## src/rtl/byte_gather.sv

```systemverilog
// Reassembles LANES numbers of BYTES bytes each from a byte-lane serial link,
// least-significant byte first, and publishes each group through valid/ready.
module byte_gather #(
  parameter int LANES = 4,
  parameter int BYTES = 4
) (
  input  logic                            clk,
  input  logic                            reset,
  input  logic                            in_valid,
  input  logic                            in_sop,
  input  logic [LANES*8-1:0]              in_data,
  output logic                            in_ready,
  output logic                            out_valid,
  input  logic                            out_ready,
  output logic [LANES-1:0][BYTES*8-1:0]   out_number,
  output logic                            align_err
);

  localparam int BW = (BYTES > 1) ? $clog2(BYTES) : 1;
  localparam logic [BW-1:0] LAST_BEAT = BW'(BYTES - 1);

  logic [BW-1:0]                  beat;
  logic [BW-1:0]                  slot;
  logic [LANES-1:0][BYTES*8-1:0]  asm_q;
  logic [LANES-1:0][BYTES*8-1:0]  asm_next;
  logic                           accept;
  logic                           is_drop;
  logic                           is_store;
  logic                           is_complete;
  logic                           is_err;

  // Only the final beat can stall: it is the one that would overwrite out_number.
  assign in_ready = (beat != LAST_BEAT) || !out_valid || out_ready;
  assign accept   = in_valid && in_ready;

  // A sop beat always restarts the group at slot 0; a non-sop beat at slot 0 is dropped.
  assign slot        = in_sop ? '0 : beat;
  assign is_drop     = !in_sop && (beat == '0);
  assign is_store    = accept && !is_drop;
  assign is_complete = is_store && (slot == LAST_BEAT);
  assign is_err      = accept && (in_sop ? (beat != '0) : (beat == '0));

  always_comb begin
    asm_next = asm_q;
    for (int unsigned i = 0; i < LANES; i++) begin
      asm_next[i][{slot, 3'b000} +: 8] = in_data[i*8 +: 8];
    end
  end

  always_ff @(posedge clk) begin
    if (reset) begin
      beat       <= '0;
      asm_q      <= '0;
      out_number <= '0;
      out_valid  <= 1'b0;
      align_err  <= 1'b0;
    end else begin
      if (is_store) begin
        asm_q <= asm_next;
        beat  <= is_complete ? '0 : slot + BW'(1);
      end

      if (is_complete) begin
        out_number <= asm_next;
        out_valid  <= 1'b1;
      end else if (out_ready) begin
        out_valid  <= 1'b0;
      end

      if (is_err) begin
        align_err <= 1'b1;
      end
    end
  end

endmodule
```

## config.mk

```make
export PLATFORM = sky130hd
export DESIGN_NAME = byte_gather
export DESIGN_NICKNAME = d
export VERILOG_FILES = /design/src/rtl/byte_gather.sv
export SDC_FILE = /design/constraint.sdc
export NUM_CORES = 1
export LEC_CHECK = 0
export ABC_AREA = 1
export CORE_MARGIN = 2
export CORE_UTILIZATION = 40
export CTS_CLUSTER_SIZE = 8
export DETAILED_ROUTE_END_ITERATION = 8
export PLACE_DENSITY = 0.71
export SLEW_MARGIN = 0
export SYNTH_ARGS = -nofsm -noshare
export SYNTH_HDL_FRONTEND = slang
export SYNTH_SLANG_ARGS = --single-unit
```

## constraint.sdc

```tcl
create_clock -name clk -period 2.5 [get_ports clk]
set_input_delay 0.5 -clock clk [delete_from_list [all_inputs] [get_ports clk]]
set_output_delay 0.5 -clock clk [all_outputs]
set_load 0.005 [all_outputs]
```

Figure 1. Where the registers sit (run 1).
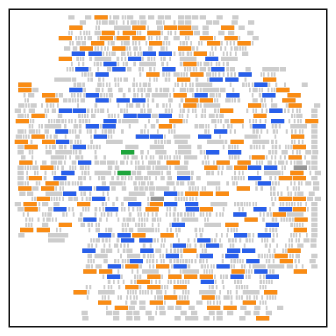
| colour | signal | sequential cells |
|---|---|---|
| orange | `out_number` | 128 |
| green | `beat` | 2 |
| blue | `asm_q` | 96 |

Figure 2. Pin map (run 1).
Pins as bars across the die edge, other pins in grey.
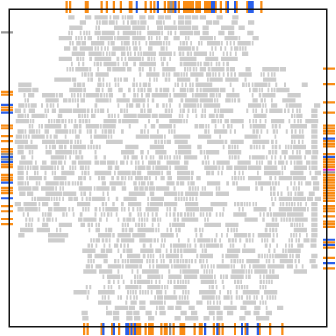
| colour | port | pins | direction | edge |
|---|---|---|---|---|
| blue | `in_data` | 32 | input | 11 bottom, 10 top, 6 left, 5 right |
| magenta | `out_ready` | 1 | input | right |
| orange | `out_number` | 128 | output | 38 right, 36 top, 32 bottom, 22 left |
all pins by edge: 48 top, 45 right, 44 bottom, 31 left

Figure 3. Clock network drawn from the DEF (run 1).
Scale bar: 50 um.
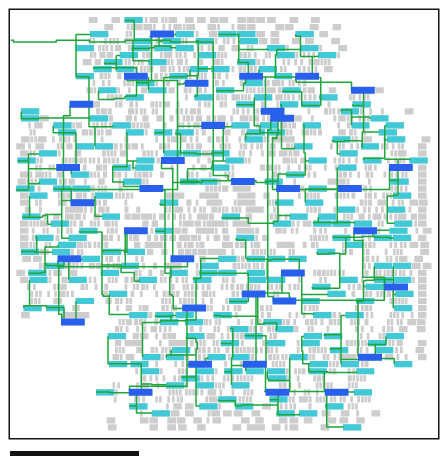
[green] clock wires | length: 3130 um
[blue] clock-net drivers | count: 34
[cyan] flip-flops | count: 228
routed clock nets: 35
Worst Skew: 0.0109 ns
share of total power in the clock network: 46.6%
reported clock group power: 4.09 mW
clk_lat worst skew: 0.49 ns

Figure 4. Clock routing (run 1).
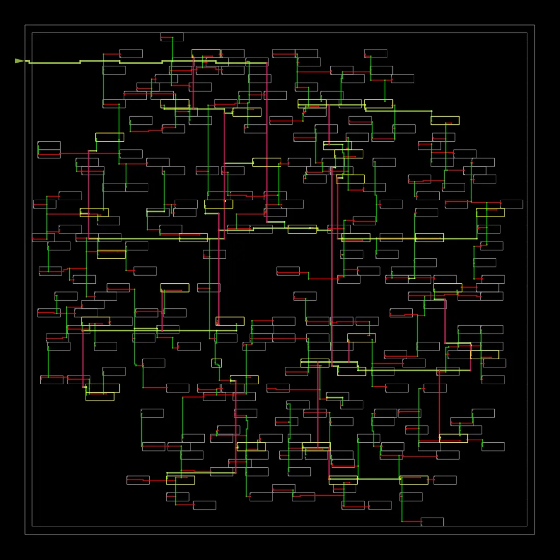
Inserted Clock Buffers: 34
count of clock buffers in the final design: 35
total number of sequential cells: 228

-- run 1: logic make-up (layout without fill, tap and decap cells) --
| logic type | after synthesis | after routing | share of synthesized area, % |
|---|---|---|---|
| other | 0 | 1 | 0 |
| flip-flops | 228 | 228 | 43.6 |
| AND/OR/NAND/NOR | 821 | 821 | 30.6 |
| AND-OR/OR-AND | 215 | 215 | 12.3 |
| buffers and inverters | 329 | 479 | 12.8 |
| adder cells (fa/ha/maj) | 5 | 5 | 0.598 |
-- run 1: cells in the final DEF, fill, tap and decap left out --
master,count
sky130_fd_sc_hd__nand2_1,452
sky130_fd_sc_hd__nor2_1,295
sky130_fd_sc_hd__dfxtp_1,228
sky130_fd_sc_hd__inv_1,218
sky130_fd_sc_hd__clkdlybuf4s50_1,166
sky130_fd_sc_hd__o21bai_1,69
sky130_fd_sc_hd__nand3_1,61
sky130_fd_sc_hd__a21oi_1,60
sky130_fd_sc_hd__o21ai_0,51
sky130_fd_sc_hd__clkbuf_16,35
sky130_fd_sc_hd__buf_4,32
sky130_fd_sc_hd__o21ai_1,23
sky130_fd_sc_hd__buf_12,19
sky130_fd_sc_hd__o21ai_2,10
sky130_fd_sc_hd__inv_2,6
sky130_fd_sc_hd__ha_1,5
sky130_fd_sc_hd__nor2_2,4
sky130_fd_sc_hd__nor3_1,4
sky130_fd_sc_hd__nand2_2,2
sky130_fd_sc_hd__o21a_1,2
sky130_fd_sc_hd__diode_2,1
sky130_fd_sc_hd__nand4_4,1
sky130_fd_sc_hd__clkinv_2,1
sky130_fd_sc_hd__nand3_2,1
sky130_fd_sc_hd__nand3_4,1
sky130_fd_sc_hd__inv_6,1
sky130_fd_sc_hd__bufinv_16,1
-- run 1: registers in the layout (all words and copies together), names as in the netlist --
name and flops:
out_number 128, asm_q 96, beat 2, align_err 1
out_valid 1
==> impl_metrics.tcl, run 1 <==
# yosys + openroad results
set metrics [dict create \
    path_max_fanout 3 \
    ys.warnings.count 0 \
    fill_cells 2532 \
    flop_area_mm2 0.00456 \
    setup-violations-final 0 \
    worst_r2r_startpoint "beat[1]" \
    enable_flop_cells 0 \
    globalRoute.busiestLayer "met2" \
    final_cell_area_mm2 0.0136 \
    log.warning_count 31 \
    yosys.area.top_type "sky130_fd_sc_hd__dfxtp_1" \
    slew-limit-headroom_pct 71.4 \
    final_period_minus_worst_setup_slack_ns 2.31 \
    grt.overflow.total 0 \
    placementRows 59 \
    gr-usage-met2_pct 35.2 \
    total_routed_wirelength_mm 29.8 \
    worstReg2RegEnd "asm_q[14]" \
    max_cap_viol_count 0 \
    maximum_number_of_pins_on_one_net_before_global_route_repair 108 \
    post_route_cells_drive_above_1_share_pct 6.52 \
    power_in_combinational_cells_uw 885 \
    tritoncts_clock_tree "yes" \
    outcome "complete, no violations" \
    synthesis.instances 1598 \
    syn_area_per_cell_um2 6.55 \
    layout.buffer.nonclock.area_share_pct 16.8 \
    grt_first_pass_wirelength_mm 48.5 \
    die_area_mm2 0.0275 \
    cpPeakStageDelay_ns 0.55 \
    synth_top_area_share_pct 43.6 \
    antenna_cells 1 \
    drtIter0Drc 714 \
    gp_congestion 0.781 \
    endpoint_kind "primary output" \
    finalSetupTns_ns 0 \
    path_cells "clkdlybuf4s50_1 -> nor2_1 -> buf_4 -> nand2_2 -> clkdlybuf4s50_1" \
    dr.pass1.iters 7 \
    internal_power_mw 6.63 \
    met3_usage_pct 3.61 \
    layout_clock_area_share_pct 6.73 \
    total_power_mw 8.78 \
]
==> run 2: changes to the inputs <==
Settings changed: CTS_CLUSTER_SIZE 8 to 24.
Figure 5. Where the registers sit (run 2).
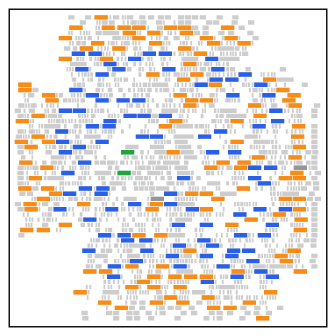
sequential power: 3.80 mW
core occupancy in the finished layout: 52.3%

Figure 6. Pin map (run 2).
Pins as bars across the die edge, other pins in grey.
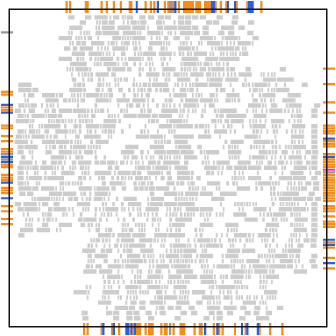
| colour | port | pins | direction | edge |
|---|---|---|---|---|
| magenta | `out_ready` | 1 | input | right |
| orange | `out_number` | 128 | output | 38 right, 36 top, 32 bottom, 22 left |
| blue | `in_data` | 32 | input | 11 bottom, 10 top, 6 left, 5 right |

Figure 7. Clock network drawn from the DEF (run 2).
Scale bar: 50 um.
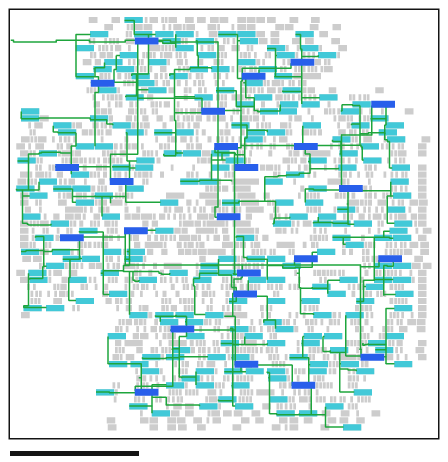
Worst Skew: 0.0107 ns
share of total power in the clock network: 44.4%
clk_lat worst skew: 0.51 ns
reported clock group power: 3.74 mW

==> impl_metrics.tcl, run 2 <==
# yosys + openroad results
set metrics [dict create \
    final_period_minus_worst_setup_slack_ns 2.32 \
    finalSetupTns_ns 0 \
    tritoncts_clock_tree "yes" \
    layout.cells.most_common "sky130_fd_sc_hd__nand2_1" \
    enable_flop_cells 0 \
    synthesis.instances 1598 \
    yosys.area.top_type "sky130_fd_sc_hd__dfxtp_1" \
    syn_area_per_cell_um2 6.55 \
    worst_r2r_startpoint "beat[1]" \
    placementRows 59 \
    maximum_number_of_pins_on_one_net_before_global_route_repair 108 \
    max_cap_viol_count 0 \
    largest_register_ff_count 128 \
    grt.overflow.total 0 \
    gp_congestion 0.781 \
    outcome "complete, no violations" \
    path_max_fanout 3 \
    gr-usage-met2_pct 34.5 \
    worstReg2RegEnd "asm_q[14]" \
    inserted_clock_buffers 24 \
    endpoint_kind "primary output" \
    globalRoute.busiestLayer "met2" \
    registers.top_by_ff_count "out_number" \
    antenna_cells 0 \
    total_power_mw 8.42 \
]
## run 2: cell counts after synthesis
Identical to the previous run, type by type.
## run 2: cell type report
class | instances | area, um2 | area share (%)
tap | 335 | 419 | 3.10
sequential | 228 | 4560 | 33.8
multi-input combinational | 1041 | 4570 | 33.8
clock inverter | 5 | 100 | 0.741
inverter | 225 | 846 | 6.26
timing repair buffer | 217 | 2280 | 16.9
clock buffer | 36 | 727 | 5.38
## run 2: critical path, delay by kind of cell
family	cells	cell delay [ns]
simple gates	2	0.16
buf+inv	3	1.16
## run 2: per-layer routing
metal	up-vias	share of wire [%]
met3	37	5.0
met1	4463	46
met2	253	47
li1	5098	-
met5	-	0
met4	0	2.0
## run 2: kinds of logic after synthesis
| kind of cell | share of synthesized area (%) |
|---|---|
| adders and majority gates | 0.598 |
| AOI/OAI and AO/OA | 12.3 |
| and+or+nand+nor | 30.6 |
| DFF | 43.6 |
| buffers and inverters | 12.8 |
## run 2: worst max-delay path by stage
stage	from	to	slack, ns	cells past startpoint
2_1_floorplan	in_sop	out_number[120]	0.37	12
3_3_place_gp	in_sop	asm_q[0]	0.03	11
3_5_place_dp	in_sop	asm_q[14]	-0.06	11
4_1_cts	out_ready	in_ready	0.18	5
5_1_grt	out_ready	in_ready	0.16	5
6_report	out_ready	in_ready	0.18	5
## run 2: power breakdown
group | internal [mW] | total [mW] | switching [mW] | leakage, nW
Sequential | 3.74 | 3.80 | 0.0542 | 1.85
Combinational | 0.320 | 0.883 | 0.564 | 3.78
Clock | 2.30 | 3.74 | 1.44 | 0.407
Total | 6.36 | 8.42 | 2.06 | 6.03
Power figures rest on the tool's default switching activity, not on a simulated workload.
